$ cat src/rtl/seg_scan_driver.sv
`default_nettype none
// +--------------------------------------------------------------------------+
// | seg_scan_driver: 4-digit seven-segment scanner with dead time and        |
// | frame-aligned value latching.                          Revision: 1.0     |
// +--------------------------------------------------------------------------+
module seg_scan_driver #(
  parameter int REFRESH_DIV = 50000,
  parameter int DEAD_CYCLES = 16
) (
  input  logic        clk_i,
  input  logic        rst_ni,
  input  logic        enable_i,
  input  logic [15:0] value_i,
  input  logic [3:0]  dp_i,
  input  logic        load_i,
  input  logic        blank_leading_i,
  output logic [3:0]  anode_o,
  output logic [6:0]  cathode_o,
  output logic        dp_o,
  output logic [1:0]  digit_o
);

  localparam int CW = (REFRESH_DIV > 1) ? $clog2(REFRESH_DIV) : 1;
  localparam logic [CW-1:0] CNT_MAX = CW'(REFRESH_DIV - 1);
  localparam logic [CW-1:0] DEAD    = CW'(DEAD_CYCLES);

  typedef enum logic [0:0] {
    ST_BLANK = 1'b0,
    ST_SHOW  = 1'b1
  } slot_state_e;

  slot_state_e state_q, state_d;
  logic [CW-1:0] cnt_q, cnt_d;
  logic [1:0]    idx_q, idx_d;
  logic          frame_wrap;

  logic [15:0] pend_val_q, pend_val_d, act_val_q, act_val_d;
  logic [3:0]  pend_dp_q, pend_dp_d, act_dp_q, act_dp_d;
  logic        dirty_q, dirty_d;

  logic [3:0]  anode_q, anode_d;
  logic [6:0]  cathode_q, cathode_d;
  logic        dp_q, dp_d;
  logic [1:0]  digit_q, digit_d;

  function automatic logic [6:0] hex7(input logic [3:0] n);
    logic [6:0] s;
    s = 7'h7F;
    case (n)
      4'h0: s = 7'h40;  4'h1: s = 7'h79;  4'h2: s = 7'h24;  4'h3: s = 7'h30;
      4'h4: s = 7'h19;  4'h5: s = 7'h12;  4'h6: s = 7'h02;  4'h7: s = 7'h78;
      4'h8: s = 7'h00;  4'h9: s = 7'h10;  4'hA: s = 7'h08;  4'hB: s = 7'h03;
      4'hC: s = 7'h46;  4'hD: s = 7'h21;  4'hE: s = 7'h06;  4'hF: s = 7'h0E;
      default: s = 7'h7F;
    endcase
    return s;
  endfunction

  // Scan sequencing: the BLANK/SHOW state always describes the next cnt value.
  always_comb begin
    cnt_d      = cnt_q;
    idx_d      = idx_q;
    frame_wrap = 1'b0;
    if (!enable_i) begin
      cnt_d = '0;
      idx_d = 2'd0;
    end else if (cnt_q == CNT_MAX) begin
      cnt_d      = '0;
      idx_d      = idx_q + 2'd1;
      frame_wrap = (idx_q == 2'd3);
    end else begin
      cnt_d = cnt_q + 1'b1;
    end
    state_d = (enable_i && (cnt_d >= DEAD)) ? ST_SHOW : ST_BLANK;
  end

  always_comb begin
    pend_val_d = pend_val_q;
    pend_dp_d  = pend_dp_q;
    act_val_d  = act_val_q;
    act_dp_d   = act_dp_q;
    dirty_d    = dirty_q;
    if (frame_wrap) begin
      if (load_i) begin
        pend_val_d = value_i;
        pend_dp_d  = dp_i;
        act_val_d  = value_i;
        act_dp_d   = dp_i;
        dirty_d    = 1'b0;
      end else if (dirty_q) begin
        act_val_d = pend_val_q;
        act_dp_d  = pend_dp_q;
        dirty_d   = 1'b0;
      end
    end else if (load_i) begin
      pend_val_d = value_i;
      pend_dp_d  = dp_i;
      dirty_d    = 1'b1;
    end
  end

  logic [3:0] nibble;
  logic       zero3, zero2, zero1, lead_blank;

  always_comb begin
    zero3      = (act_val_q[15:12] == 4'h0);
    zero2      = zero3 && (act_val_q[11:8] == 4'h0);
    zero1      = zero2 && (act_val_q[7:4] == 4'h0);
    nibble     = act_val_q[3:0];
    lead_blank = 1'b0;
    case (idx_q)
      2'd1: begin nibble = act_val_q[7:4];   lead_blank = zero1; end
      2'd2: begin nibble = act_val_q[11:8];  lead_blank = zero2; end
      2'd3: begin nibble = act_val_q[15:12]; lead_blank = zero3; end
      default: begin nibble = act_val_q[3:0]; lead_blank = 1'b0; end
    endcase
    lead_blank = lead_blank && blank_leading_i;
  end

  // Pins are gated by the live enable so dropping it darkens the very next cycle.
  always_comb begin
    anode_d   = 4'hF;
    cathode_d = 7'h7F;
    dp_d      = 1'b1;
    digit_d   = enable_i ? idx_q : 2'd0;
    if (enable_i && (state_q == ST_SHOW)) begin
      anode_d   = ~(4'b0001 << idx_q);
      cathode_d = lead_blank ? 7'h7F : hex7(nibble);
      dp_d      = ~act_dp_q[idx_q];
    end
  end

  always_ff @(posedge clk_i or negedge rst_ni) begin
    if (!rst_ni) begin
      state_q    <= ST_BLANK;
      cnt_q      <= '0;
      idx_q      <= 2'd0;
      pend_val_q <= 16'h0000;
      pend_dp_q  <= 4'h0;
      act_val_q  <= 16'h0000;
      act_dp_q   <= 4'h0;
      dirty_q    <= 1'b0;
      anode_q    <= 4'hF;
      cathode_q  <= 7'h7F;
      dp_q       <= 1'b1;
      digit_q    <= 2'd0;
    end else begin
      state_q    <= state_d;
      cnt_q      <= cnt_d;
      idx_q      <= idx_d;
      pend_val_q <= pend_val_d;
      pend_dp_q  <= pend_dp_d;
      act_val_q  <= act_val_d;
      act_dp_q   <= act_dp_d;
      dirty_q    <= dirty_d;
      anode_q    <= anode_d;
      cathode_q  <= cathode_d;
      dp_q       <= dp_d;
      digit_q    <= digit_d;
    end
  end

  assign anode_o   = anode_q;
  assign cathode_o = cathode_q;
  assign dp_o      = dp_q;
  assign digit_o   = digit_q;

endmodule
`default_nettype wire
$ cat config.mk
export PLATFORM = sky130hd
export DESIGN_NAME = seg_scan_driver
export DESIGN_NICKNAME = d
export VERILOG_FILES = /design/src/rtl/seg_scan_driver.sv
export SDC_FILE = /design/constraint.sdc
export NUM_CORES = 1
export LEC_CHECK = 0
export CORE_MARGIN = 2
export CORE_UTILIZATION = 45
export CTS_CLUSTER_SIZE = 12
export DETAILED_ROUTE_END_ITERATION = 6
export PLACE_DENSITY_LB_ADDON = 0.15
export SLEW_MARGIN = 25
export SYNTH_ARGS = -nofsm -noshare
export SYNTH_HDL_FRONTEND = slang
export SYNTH_SLANG_ARGS = --single-unit
$ cat constraint.sdc
create_clock -name clk_i -period 2.3 [get_ports clk_i]
set_clock_uncertainty 0.2 [all_clocks]
set_input_delay 0.23 -clock clk_i [delete_from_list [all_inputs] [get_ports clk_i]]
set_output_delay 0.23 -clock clk_i [all_outputs]
set_load 0.1 [all_outputs]
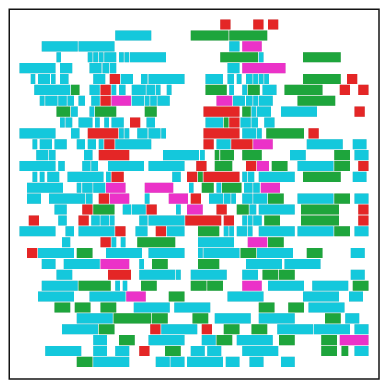
(images/sizes.png)
Drawn at 4 px/µm.
_3 and _4 cells: in red, cells 45. _2 cells: in green, cells 71. _6 and larger: in magenta, cells 17. _0 and _1 cells: in cyan, cells 226.
post-layout worst setup margin: 0.0880 ns
number of buffers outside the clock class in the layout: 64
area delta synth->final: 27.1%

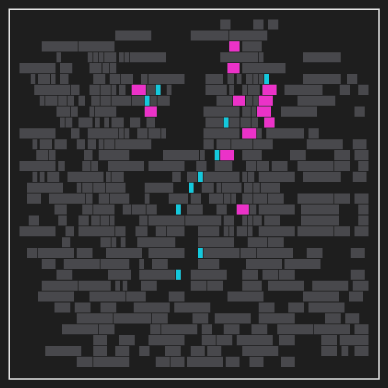
(images/logic_types.png)
Drawn at 4 px/µm.
inv cells: in cyan, cells 10. non-inverting ao/oa cells: in magenta, cells 12.
most numerous logic cell after layout: sky130_fd_sc_hd__dfrtp_1
number of non-filler instances in the completed layout: 461
multi-input combinational area share: 0.364

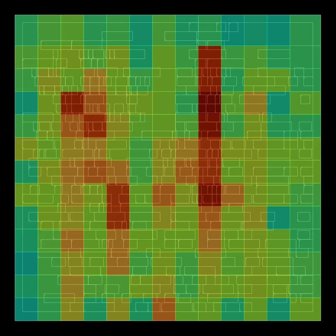
(images/congestion.png)
layer with the highest usage: met2
GR Util All Layers: 0.171

==> flow_summary.yaml <==
# generated from flow reports
placed_design:
  postPlaceCellArea_um2: 4110
  placedCellCount: 441
  detail_placement_hpwl_um: 4650
  pre_cts_slack_ns: -0.0340
logic_synthesis:
  post-synth-top-area-fraction: 0.445
  yosys-stat-area_um2: 3490
  post_synth_main_area_contributors: "sky130_fd_sc_hd__dfrtp_1, sky130_fd_sc_hd__mux2_2, sky130_fd_sc_hd__dfstp_2, sky130_fd_sc_hd__ha_1, sky130_fd_sc_hd__nor2_1"
  yosysSeqAreaShare: 0.535
  post_synth_main_logic_family: "multiplexers"
  netlist_top_cells_count: "sky130_fd_sc_hd__dfrtp_1, sky130_fd_sc_hd__mux2_2, sky130_fd_sc_hd__nor2_1"
  post-synth-top-area-cell: "sky130_fd_sc_hd__dfrtp_1"
  post_synth.cell_area_avg_um2: 12.1
  asyncSetResetFlopFracSynth: 1.00
  mux_share: 0.153
  post_synth_num_cell_types: 48
  synth.ff_latch_count: 74
  adder_share: 0.0395
  netlist_instances: 289
  floorplan.nets: 325
  synth.cellmix.compoundShare: 0.0692
pwr:
  share_comb_of_total_power: 0.061
  share_seq_of_total_power: 0.532
  finalPower_mw: 2.54
  switching_share: 0.228
  max-vdd-ir-drop_uv: 299
  power_density_nw_per_um2: 573
  net-switching-power_uw: 578
  clockNetworkPower_mw: 1.04
global_route:
  antenna_found_initial: 0
  grt_util_met2: 0.265
  grt_util_met1: 0.231
  vias_in_the_first_global_route: 2338
timing:
  finalWorstPathRequiredPeriod_ns: 2.21
  report.final.slew_viol_count: 0
  tightest_slew_ns: 0.513
  setup_violating_endpoint_count_in_the_final_report: 0
  min_period_over_period: 0.962
  fmax_mhz: 452
drt:
  wl_met3_um: 251
  num_vias: 2371
  viasPerCell: 5.14
  drt_first_pass_iters: 4
  finalWirelength_um: 6620
  antenna_violating_nets_post_route: 0
critical_path:
  cp-startpoint: "idx_q[0]$_DFFE_PN0P_"
  critical_path.startpoint_type: "flip-flop"
  critPathArrivalTime_ns: 2.30
cells_and_area:
  clkCellAreaFrac: 0.0460
  layout.sequential_cells: 74
  logic_gates: 195
  final_layout_size_suffix_gt1_frac: 0.370
  nClkBuffers: 11
  seq_area_frac: 0.421
  final.fill_count: 640
die:
  initial_utilization: 0.459
  floorplan.die_area_um2: 8470
  ioPinCount: 39
  die_w_um: 92.0
clock_network:
  clk-insertion-delay-late_ns: 0.35
  clkSinkCount: 74
  cts_tree: "built"
  clk_transition_reported_paths_ns: 0.08
min_path:
  min_path_type: "input pin to async pin"
run_status:
  outcome: "finished, final reports clean"
[critical path, cell delays in order (launching register included)]
cell,delay (ns)
sky130_fd_sc_hd__dfrtp_1,0.39
sky130_fd_sc_hd__buf_6,0.13
sky130_fd_sc_hd__ha_2,0.18
sky130_fd_sc_hd__buf_4,0.15
sky130_fd_sc_hd__a222oi_1,0.29
sky130_fd_sc_hd__buf_4,0.18
sky130_fd_sc_hd__mux2_4,0.17
sky130_fd_sc_hd__nand2_1,0.09
sky130_fd_sc_hd__o22a_1,0.22
sky130_fd_sc_hd__a21o_1,0.16
[what timing repair did]
item                                   CTS  global route
resized                                  0            25
pin swaps                                1             6
setup buffers                            1             2
endpoints found under the hold margin   62             0
setup endpoints to repair                4             8
hold buffers                             1             0
No activity file was given, so power comes from the tool's default toggle rates.
